[src/rtl/sn74175_ctrl.sv]
// Sequencer/arbiter that shares one SN74175 quad D register between requesters A and B.
// Optional read-back verification (ERR output) is enabled by defining SN74175_CTRL_VERIFY_EN.
module sn74175_ctrl #(
  parameter int unsigned SETUP_CYC  = 1,
  parameter int unsigned STROBE_CYC = 1
) (
  input  logic       CLK,
  input  logic       CLR_BAR,
  input  logic       REQ_A,
  input  logic [3:0] DATA_A,
  output logic       GNT_A,
  output logic       ACK_A,
  input  logic       REQ_B,
  input  logic [3:0] DATA_B,
  output logic       GNT_B,
  output logic       ACK_B,
  input  logic       CLRREQ,
  output logic       CLR_DONE,
  output logic [3:0] REG_D,
  output logic       REG_CLK,
  output logic       REG_CLR_BAR,
  input  logic [3:0] REG_Q,
  output logic [3:0] Q_OUT,
`ifdef SN74175_CTRL_VERIFY_EN
  output logic       ERR,
`endif
  output logic       BUSY
);

  typedef enum logic [2:0] {
    S_IDLE, S_SETUP, S_PULSE, S_HOLD, S_ACK, S_CLEAR
  } state_t;

  localparam logic [3:0] SETUP_LOAD  = 4'(SETUP_CYC - 1);
  localparam logic [3:0] STROBE_LOAD = 4'(STROBE_CYC - 1);

  state_t     state_q, state_d;
  logic [3:0] cnt_q, cnt_d;
  logic       owner_b_q, owner_b_d;   // requester currently served (1 = B)
  logic       last_b_q, last_b_d;     // requester served most recently (1 = B)
  logic       clr_pend_q, clr_pend_d;
  logic       gnt_a_q, gnt_a_d, gnt_b_q, gnt_b_d;
  logic       ack_a_q, ack_a_d, ack_b_q, ack_b_d;
  logic       clr_done_q, clr_done_d;
  logic [3:0] reg_d_q, reg_d_d;
  logic       reg_clk_q, reg_clk_d;
  logic       reg_clr_bar_q, reg_clr_bar_d;
  logic [3:0] q_out_q, q_out_d;
  logic       busy_q, busy_d;
  logic       err_q, err_d;

  logic pick_b, any_req, clr_go, cnt_zero;

  assign any_req  = REQ_A | REQ_B;
  // On a tie the requester not served last wins.
  assign pick_b   = REQ_B & (~REQ_A | ~last_b_q);
  assign clr_go   = CLRREQ | clr_pend_q;
  assign cnt_zero = (cnt_q == 4'd0);

  // Next-state logic.
  always_comb begin
    // NOTE: every variable gets a default first so no path leaves it unassigned (no latches).
    state_d    = state_q;
    cnt_d      = cnt_q;
    owner_b_d  = owner_b_q;
    last_b_d   = last_b_q;
    clr_pend_d = clr_pend_q;
    if (CLRREQ && state_q inside {S_SETUP, S_PULSE, S_HOLD, S_ACK}) clr_pend_d = 1'b1;
    unique case (state_q)
      S_IDLE: begin
        if (clr_go) begin
          state_d    = S_CLEAR;
          cnt_d      = STROBE_LOAD;
          clr_pend_d = 1'b0;
        end else if (any_req) begin
          state_d   = S_SETUP;
          cnt_d     = SETUP_LOAD;
          owner_b_d = pick_b;
        end
      end
      S_SETUP: begin
        if (cnt_zero) begin
          state_d = S_PULSE;
          cnt_d   = STROBE_LOAD;
        end else cnt_d = cnt_q - 4'd1;
      end
      S_PULSE: begin
        if (cnt_zero) state_d = S_HOLD;
        else          cnt_d   = cnt_q - 4'd1;
      end
      S_HOLD:  state_d = S_ACK;
      S_ACK: begin
        state_d  = S_IDLE;
        last_b_d = owner_b_q;
      end
      S_CLEAR: begin
        if (cnt_zero) state_d = S_IDLE;
        else          cnt_d   = cnt_q - 4'd1;
      end
      default: state_d = S_IDLE;
    endcase
  end

  // Registered-output logic.
  always_comb begin
    gnt_a_d       = gnt_a_q;
    gnt_b_d       = gnt_b_q;
    ack_a_d       = 1'b0;
    ack_b_d       = 1'b0;
    clr_done_d    = 1'b0;
    reg_d_d       = reg_d_q;
    reg_clk_d     = reg_clk_q;
    reg_clr_bar_d = 1'b1;
    q_out_d       = q_out_q;
    busy_d        = (state_d != S_IDLE);
    err_d         = err_q;
    unique case (state_q)
      S_IDLE: begin
        gnt_a_d = 1'b0;
        gnt_b_d = 1'b0;
        if (clr_go) begin
          reg_clr_bar_d = 1'b0;
        end else if (any_req) begin
          gnt_a_d = ~pick_b;
          gnt_b_d = pick_b;
          reg_d_d = pick_b ? DATA_B : DATA_A;
        end
      end
      S_SETUP: if (cnt_zero) reg_clk_d = 1'b1;
      S_PULSE: if (cnt_zero) reg_clk_d = 1'b0;
      S_HOLD: begin
        q_out_d = REG_Q;
        if (REG_Q != reg_d_q) err_d = 1'b1;
      end
      S_ACK: begin
        ack_a_d = ~owner_b_q;
        ack_b_d = owner_b_q;
      end
      S_CLEAR: begin
        if (!cnt_zero) begin
          reg_clr_bar_d = 1'b0;
        end else begin
          q_out_d    = 4'd0;
          clr_done_d = 1'b1;
          if (REG_Q != 4'd0) err_d = 1'b1;
        end
      end
      default: ;
    endcase
  end

  // NOTE: sequential state uses non-blocking assignments so every flop samples pre-edge values.
  always_ff @(posedge CLK or negedge CLR_BAR) begin
    if (!CLR_BAR) begin
      state_q       <= S_IDLE;
      cnt_q         <= 4'd0;
      owner_b_q     <= 1'b0;
      last_b_q      <= 1'b1;
      clr_pend_q    <= 1'b0;
      gnt_a_q       <= 1'b0;
      gnt_b_q       <= 1'b0;
      ack_a_q       <= 1'b0;
      ack_b_q       <= 1'b0;
      clr_done_q    <= 1'b0;
      reg_d_q       <= 4'd0;
      reg_clk_q     <= 1'b0;
      reg_clr_bar_q <= 1'b0;
      q_out_q       <= 4'd0;
      busy_q        <= 1'b0;
      err_q         <= 1'b0;
    end else begin
      state_q       <= state_d;
      cnt_q         <= cnt_d;
      owner_b_q     <= owner_b_d;
      last_b_q      <= last_b_d;
      clr_pend_q    <= clr_pend_d;
      gnt_a_q       <= gnt_a_d;
      gnt_b_q       <= gnt_b_d;
      ack_a_q       <= ack_a_d;
      ack_b_q       <= ack_b_d;
      clr_done_q    <= clr_done_d;
      reg_d_q       <= reg_d_d;
      reg_clk_q     <= reg_clk_d;
      reg_clr_bar_q <= reg_clr_bar_d;
      q_out_q       <= q_out_d;
      busy_q        <= busy_d;
      err_q         <= err_d;
    end
  end

  assign GNT_A       = gnt_a_q;
  assign GNT_B       = gnt_b_q;
  assign ACK_A       = ack_a_q;
  assign ACK_B       = ack_b_q;
  assign CLR_DONE    = clr_done_q;
  assign REG_D       = reg_d_q;
  assign REG_CLK     = reg_clk_q;
  assign REG_CLR_BAR = reg_clr_bar_q;
  assign Q_OUT       = q_out_q;
  assign BUSY        = busy_q;
`ifdef SN74175_CTRL_VERIFY_EN
  assign ERR         = err_q;
`else
  logic unused_err;
  assign unused_err = err_q;
`endif

endmodule

[config.mk]
export PLATFORM = sky130hd
export DESIGN_NAME = sn74175_ctrl
export DESIGN_NICKNAME = d
export VERILOG_FILES = /design/src/rtl/sn74175_ctrl.sv
export SDC_FILE = /design/constraint.sdc
export NUM_CORES = 1
export LEC_CHECK = 0
export CAP_MARGIN = 20
export CORE_AREA = 2 2 57 59
export CTS_CLUSTER_DIAMETER = 100
export DETAILED_ROUTE_END_ITERATION = 16
export DIE_AREA = 0 0 59 61
export PLACE_DENSITY = 0.73
export SLEW_MARGIN = 20
export SYNTH_ARGS = -nofsm -noshare
export SYNTH_HDL_FRONTEND = slang
export SYNTH_SLANG_ARGS = --single-unit
[constraint.sdc]
create_clock -name CLK -period 2.6 [get_ports CLK]
set_clock_uncertainty 0.15 [all_clocks]
set_input_delay 0.39 -clock CLK [delete_from_list [all_inputs] [get_ports CLK]]
set_output_delay 0.39 -clock CLK [all_outputs]
set_load 0.05 [all_outputs]
Run 1, pin map:
(8 px per um) Pins as bars across the die edge, other pins in grey.
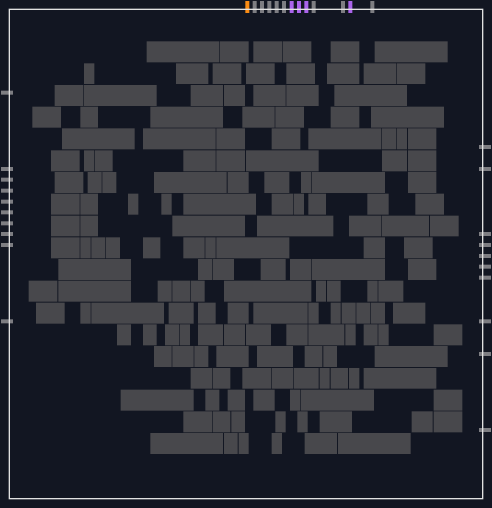
legend:
  purple:
    port: DATA_B
    pins: 4
    direction: input
    edge: top
  orange:
    port: REG_CLR_BAR
    pins: 1
    direction: output
    edge: top
all pins by edge: 13 top, 10 right, 10 left

Run 1, wires at chosen ports, followed through buffers:
(4 px per um)
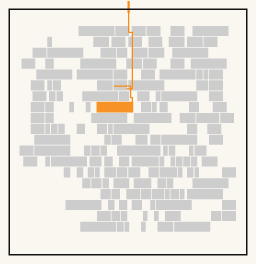
legend:
  orange:
    port: REG_CLR_BAR
    direction: output
    end_cells: 1
    buffers: 1
    wire: 30.8 um

==> flow_summary.ini, run 1 <==
; implementation run metrics
[finish]
areaGrowthSynthToFinish_pct = 31.79
final_nets = 180
logic_area_um2 = 624.3

[clocking]
cts_tree = yes
clk_pin_slew_ps = 140
postCtsSetupBuffers = 0

[floorplan]
num_rows = 20

[yosys]
syn-num-nets = 145
avgSynthCellArea_um2 = 10.41

[outcome]
status = completed

[timing]
period_needed_ps = 2111

[setup_path]
cp-start-kind = flop

[drt]
routed_via_density = 5.639
drc = 0
ant_nets = 0

[grt]
grt_use_met2 = 0.2921
busiest_layer = met2

[pwr]
top_power_group = combinational logic
power.total_mw = 2.435

[placed_design]
dpl_cell_area_um2 = 1690
Run 1, wiring by layer:
(4 px per um) Only two layers are drawn.
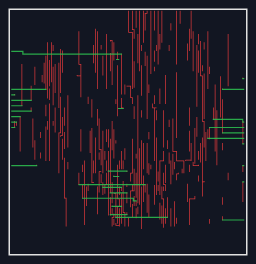
legend:
  green:
    layer: M3
    wire_length: 168 um
  red:
    layer: M2
    wire_length: 1,410 um

-- run 1: kinds of logic after synthesis --
family / share of synthesized area
mux: 0.08514
compound gates: 0.2081
fa+ha+maj: 0.009459
simple gates: 0.1694
buf+inv: 0.03500
flops: 0.4929
-- run 1: flip-flops by register name, indices dropped and copies added, names as in the netlist, 3 cells and up --
signal	flops
Q_OUT	4
REG_D	4
cnt_q	4
state_q	3
-- run 1: worst max-delay path: cells and delay by family, from the launching register on --
kind                       cells  cell delay [ps]
buffers and inverters          1               80
DFF                            1              450
muxes                          1              290
AOI/OAI and AO/OA              1              210
and+or+nand+nor                2              570
adders and majority gates      1              260
==> run 2: changes to the inputs <==
--- a/config.mk
+++ b/config.mk
@@ -6,11 +6,11 @@
 export NUM_CORES = 1
 export LEC_CHECK = 0
 export CAP_MARGIN = 20
-export CORE_AREA = 2 2 57 59
+export CORE_AREA = 2 2 59 61
 export CTS_CLUSTER_DIAMETER = 100
 export DETAILED_ROUTE_END_ITERATION = 16
-export DIE_AREA = 0 0 59 61
-export PLACE_DENSITY = 0.73
+export DIE_AREA = 0 0 61 63
+export PLACE_DENSITY = 0.72
 export SLEW_MARGIN = 20
 export SYNTH_ARGS = -nofsm -noshare
 export SYNTH_HDL_FRONTEND = slang
==> constraint.sdc (replaced) <==
create_clock -name CLK -period 1.75 [get_ports CLK]
set_clock_uncertainty 0.15 [all_clocks]
set_input_delay 0.2625 -clock CLK [delete_from_list [all_inputs] [get_ports CLK]]
set_output_delay 0.2625 -clock CLK [all_outputs]
set_load 0.05 [all_outputs]
==> run 2 against run 1 <==
The run now ends with negative setup slack left. Via count grew 7.0%. Register-to-register slack worse by 550 ps. Synthesized cell count did not move. Worst hold slack worse by 130 ps. Utilization increased by 2.8 points. Worst setup slack worse by 550 ps. Final cell count up 20%. Non-clock buffer count is 26 higher. Global-route usage increased by 0.37 points. Sequential cell count is the same. Critical path depth unchanged.
==> flow_summary.ini, run 2 <==
; implementation run metrics
[outcome]
status = finished, violations left
violations = negative setup slack

[timing]
finalWorstSetupSlack_ps = -57.90
setup_viol = 6
period_needed_ps = 1808

[yosys]
simple_gate_share = 0.1693
ys_sh_aoi = 0.2081
syn-num-nets = 145
top_logic_kind = AND-OR/OR-AND gates
fa_ha_area_frac = 0.009461
synth-xor-area-share = 0

[grt]
busiest_layer = met2
grt_use_met2 = 0.3105

[finish]
areaGrowthSynthToFinish_pct = 51.18
final_nets = 206

[clocking]
cts_tree = yes
clk_pin_slew_ps = 150

[drt]
ant_nets = 0
routed_via_density = 5.026
drc = 0

[setup_path]
critical_path_class = reg2reg
cp-start-kind = flop
path_buffers = 1

[pwr]
top_power_group = combinational logic
power.total_mw = 4.193

[floorplan]
num_rows = 21
==> run 2: cell counts after synthesis <==
No cell type changed its count.
==> run 2: worst paths after layout <==
check,start,to,slack [ps]
worst max register to register,cnt_q[0],cnt_q[1],-60
worst max-delay path,cnt_q[0],cnt_q[1],-60
worst min register to register,owner_b_q,ACK_A,330
worst min-delay path,CLR_BAR,REG_CLK,130
min in group CLK,owner_b_q,ACK_A,330
max in group asynchronous,CLR_BAR,last_b_q,1030
==> run 2: layout make-up <==
type / instances / area (um2) / share of cell area
inverter: 4 / 15.01 / 0.007509
timing repair buffer: 63 / 516.7 / 0.2584
multi-input combinational: 90 / 704.4 / 0.3523
sequential: 26 / 653.1 / 0.3267
tap: 46 / 57.56 / 0.02879
clock buffer: 3 / 22.52 / 0.01126
clock inverter: 1 / 30.03 / 0.01502
Run 2, wiring by layer:
(4 px per um) Only two layers are drawn.
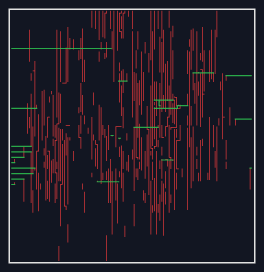
legend:
  green:
    layer: M3
    wire_length: 106 um
  red:
    layer: M2
    wire_length: 1,730 um

Run 2, wires at chosen ports, followed through buffers:
(4 px per um)
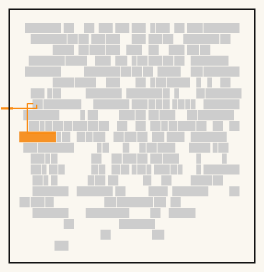
legend:
  orange:
    port: REG_CLR_BAR
    direction: output
    end_cells: 1
    buffers: 1
    wire: 22.8 um

